`src/rtl/serial_adder_pkg.sv`:
```
// Shared types and helpers for the chunked serial adder.
package serial_adder_pkg;

  typedef enum logic [1:0] {
    IDLE = 2'd0,
    RUN  = 2'd1,
    DONE = 2'd2
  } state_e;

  function automatic int cnt_width(input int width, input int chunk);
    return $clog2(width / chunk);
  endfunction

endpackage

```
`src/rtl/serial_adder_fa_slice.sv`:
```
// fa_slice: CHUNK-wide combinational ripple adder, one chunk per cycle.
module fa_slice #(
  parameter int CHUNK = 1
) (
  input  logic [CHUNK-1:0] a_chunk,
  input  logic [CHUNK-1:0] b_chunk,
  input  logic             cin,
  output logic [CHUNK-1:0] s_chunk,
  output logic             cout,
  output logic             c_msb
);

  logic [CHUNK:0] c;

  assign c[0] = cin;

  for (genvar i = 0; i < CHUNK; i++) begin : g_bit
    assign s_chunk[i] = a_chunk[i] ^ b_chunk[i] ^ c[i];
    assign c[i+1] = (a_chunk[i] & b_chunk[i]) |
                    (c[i] & (a_chunk[i] ^ b_chunk[i]));
  end

  assign cout  = c[CHUNK];
  assign c_msb = c[CHUNK-1];

endmodule

```
`src/rtl/serial_adder.sv`:
```
// Serial adder: CHUNK bits per cycle, LSB first, IDLE/RUN/DONE FSM.
// SERIAL_ADDER_SUB_EN adds a sub input (a + ~b + 1).
module serial_adder
  import serial_adder_pkg::*;
#(
  parameter int WIDTH = 8,
  parameter int CHUNK = 1
) (
  input  logic             clk,
  input  logic             rst_n,
  input  logic             start,
  input  logic [WIDTH-1:0] a,
  input  logic [WIDTH-1:0] b,
`ifdef SERIAL_ADDER_SUB_EN
  input  logic             sub,
`endif
  input  logic             cin,
  output logic             busy,
  output logic             done,
  output logic [WIDTH-1:0] sum,
  output logic             cout,
  output logic             overflow
);

  localparam int N  = WIDTH / CHUNK;
  localparam int CW = cnt_width(WIDTH, CHUNK) + 1;

  if (WIDTH % CHUNK != 0) begin : g_chk
    $error("serial_adder: WIDTH must be a multiple of CHUNK");
  end

  logic sub_w;
`ifdef SERIAL_ADDER_SUB_EN
  assign sub_w = sub;
`else
  assign sub_w = 1'b0;
`endif

  state_e           state_q, state_d;
  logic [CW-1:0]    cnt_q, cnt_d;
  logic [WIDTH-1:0] a_q, a_d;
  logic [WIDTH-1:0] b_q, b_d;
  logic [WIDTH-1:0] acc_q, acc_d;
  logic [WIDTH-1:0] sum_q, sum_d;
  logic             carry_q, carry_d;
  logic             ovf_pend_q, ovf_pend_d;
  logic             cout_q, cout_d;
  logic             ovf_q, ovf_d;

  logic [CHUNK-1:0] s_chunk;
  logic             c_out;
  logic             c_msb;
  logic [WIDTH-1:0] s_ext;

  fa_slice #(.CHUNK(CHUNK)) u_fa (
    .a_chunk (a_q[CHUNK-1:0]),
    .b_chunk (b_q[CHUNK-1:0]),
    .cin     (carry_q),
    .s_chunk (s_chunk),
    .cout    (c_out),
    .c_msb   (c_msb)
  );

  always_comb begin
    state_d    = state_q;
    cnt_d      = cnt_q;
    a_d        = a_q;
    b_d        = b_q;
    acc_d      = acc_q;
    sum_d      = sum_q;
    carry_d    = carry_q;
    ovf_pend_d = ovf_pend_q;
    cout_d     = cout_q;
    ovf_d      = ovf_q;
    s_ext      = '0;
    s_ext[CHUNK-1:0] = s_chunk;
    unique case (state_q)
      IDLE, DONE: begin
        if (start) begin
          state_d    = RUN;
          cnt_d      = '0;
          a_d        = a;
          b_d        = sub_w ? ~b : b;
          carry_d    = sub_w ? 1'b1 : cin;
          acc_d      = '0;
          ovf_pend_d = 1'b0;
        end else begin
          state_d = IDLE;
        end
      end
      RUN: begin
        // Extra cycle after the last chunk publishes the result.
        if (cnt_q == CW'(N)) begin
          state_d = DONE;
          sum_d   = acc_q;
          cout_d  = carry_q;
          ovf_d   = ovf_pend_q;
        end else begin
          a_d     = a_q >> CHUNK;
          b_d     = b_q >> CHUNK;
          acc_d   = (acc_q >> CHUNK) | (s_ext << (WIDTH - CHUNK));
          carry_d = c_out;
          cnt_d   = cnt_q + CW'(1);
          if (cnt_q == CW'(N - 1)) begin
            ovf_pend_d = c_msb ^ c_out;
          end
        end
      end
      default: state_d = IDLE;
    endcase
  end

  always_ff @(posedge clk or negedge rst_n) begin
    if (!rst_n) begin
      state_q    <= IDLE;
      cnt_q      <= '0;
      a_q        <= '0;
      b_q        <= '0;
      acc_q      <= '0;
      sum_q      <= '0;
      carry_q    <= 1'b0;
      ovf_pend_q <= 1'b0;
      cout_q     <= 1'b0;
      ovf_q      <= 1'b0;
    end else begin
      state_q    <= state_d;
      cnt_q      <= cnt_d;
      a_q        <= a_d;
      b_q        <= b_d;
      acc_q      <= acc_d;
      sum_q      <= sum_d;
      carry_q    <= carry_d;
      ovf_pend_q <= ovf_pend_d;
      cout_q     <= cout_d;
      ovf_q      <= ovf_d;
    end
  end

  assign busy     = (state_q == RUN);
  assign done     = (state_q == DONE);
  assign sum      = sum_q;
  assign cout     = cout_q;
  assign overflow = ovf_q;

endmodule

```
`config.mk`:
```
export PLATFORM = sky130hd
export DESIGN_NAME = serial_adder
export DESIGN_NICKNAME = d
export VERILOG_FILES = /design/src/rtl/serial_adder_pkg.sv /design/src/rtl/serial_adder_fa_slice.sv /design/src/rtl/serial_adder.sv
export SDC_FILE = /design/constraint.sdc
export NUM_CORES = 1
export LEC_CHECK = 0
export CAP_MARGIN = 20
export CORE_MARGIN = 2
export CORE_UTILIZATION = 30
export CTS_BUF_LIST = sky130_fd_sc_hd__clkbuf_16
export CTS_CLUSTER_SIZE = 16
export DETAILED_ROUTE_END_ITERATION = 16
export PLACE_DENSITY = 0.49
export SLEW_MARGIN = 20
export SYNTH_ARGS = -nofsm -noshare
export SYNTH_HDL_FRONTEND = slang
export SYNTH_SLANG_ARGS = --single-unit
```
`constraint.sdc`:
```
create_clock -name clk -period 2.7 [get_ports clk]
set_clock_uncertainty 0.2 [all_clocks]
set_input_delay 0.405 -clock clk [delete_from_list [all_inputs] [get_ports clk]]
set_output_delay 0.405 -clock clk [all_outputs]
set_load 0.005 [all_outputs]
```
**Cell classes on the final placement**

The bar under the picture is 20 microns long.
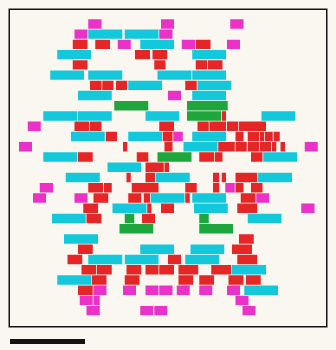
[green] clock drivers and dummy loads | cells: 8
[red] all other logic | cells: 86
[magenta] other buffers and delay cells | cells: 33
[cyan] flip-flops | cells: 42

**I/O nets highlighted**

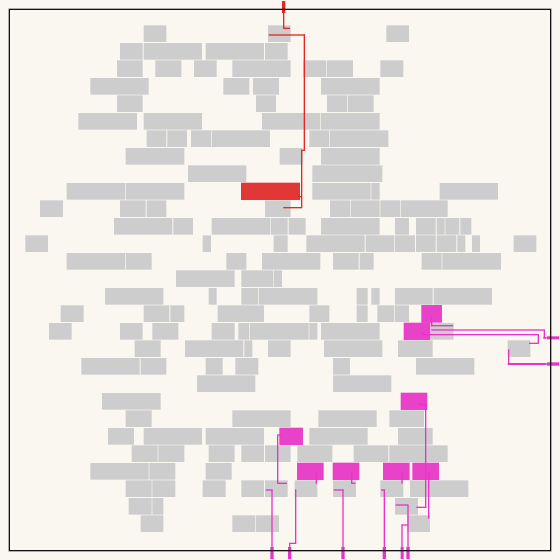
[red] overflow | bits: 1 | direction: output | end cells: 1 | buffers: 1 | wire: 39.6 microns
[magenta] b | bits: 8 | direction: input | end cells: 8 | buffers: 8 | wire: 146 microns
IO Port Bufs: 31
I/O pins: 32

==> impl_metrics.toml <==
# synthesis and place-and-route metrics
[run_status]
status = "finished, final reports clean"

[final_timing]
hold_viol_final = 0
period_needed_ps = 2291
slew_viol_final = 0
maxSlewHeadroom_pct = 38.15
fin_tns_setup_ps = 0
tightest_slew_ps = 927.7
setup_ws_ps = 408.6

[drt]
drt_wl_total_mm = 3.473
wl_per_cell_microns = 14.12

[pwr]
p_seq_share_pct = 36.8
power.clock.fraction_pct = 23.0

[critical_path]
rr_startpoint = "state_q[0]$_DFFE_PN0P_"
cp.required_ps = 2100
critPathSlowestCell = "clkdlybuf4s50_1"
slowest_delay_ps = 540

[final_layout]
antenna-diode-count = 0
final_cells = 246

[clock_network]
clk_path_buf_depth = 2
cts_root_buf = "clkbuf_16"
clk_pin_slew_ps = 60

[floorplanning]
core_area_sq_um = 6277
rows = 29
die_h_microns = 83.94

[logic_synthesis]
yosys.area_share.aoi_pct = 7.898
avgSynthCellArea_sq_um = 14.41
syn_inst = 133
yosys_area_sq_um = 1917
netlist_top_cells_count = "42 x dfrtp_1, 30 x mux2_2, 12 x a22o_1"
ys_top_cells_by_area = "dfrtp_1 55%, mux2_2 18%, a22o_1 5.5%, mux2_4 3.9%, mux2i_1 2.6%"

[place]
gp_congestion = 0.7240

[global_route]
grt_max_degree = 43
met3_usage_pct = 2.572

[flow_run]
warnings = 27
state kept, by name, indices dropped and copies added, names as in the netlist:
signal,count
a_q,8
acc_q,8
b_q,8
sum,8
cnt_q,4
state_q,2
carry_q,1
cout,1
overflow,1
ovf_pend_q,1
power groups by stage:
stage	clock [uW]	sequential (uW)	combinational, uW
finish	673	1080	1180
global route	724	1120	1300
CTS	697	1080	1200
detailed placement	0	1090	1180
global placement	0	1090	1170
floorplan	0	1050	911
area by class of cell:
type	instances	area (sq um)
inverter	9	38.79
fill	595	3814
timing repair buffer	33	320.3
clock buffer	5	125.1
sequential	42	1051
multi-input combinational	77	787.0
tap	77	96.34
clock inverter	3	45.04
worst max-delay path: cells and delay by family (launching register included):
kind / cells / cell delay, ps
buffers and inverters: 2 / 760
flip-flops: 1 / 520
AND/OR/NAND/NOR: 1 / 120
Power is estimated from default activity; no workload was simulated.
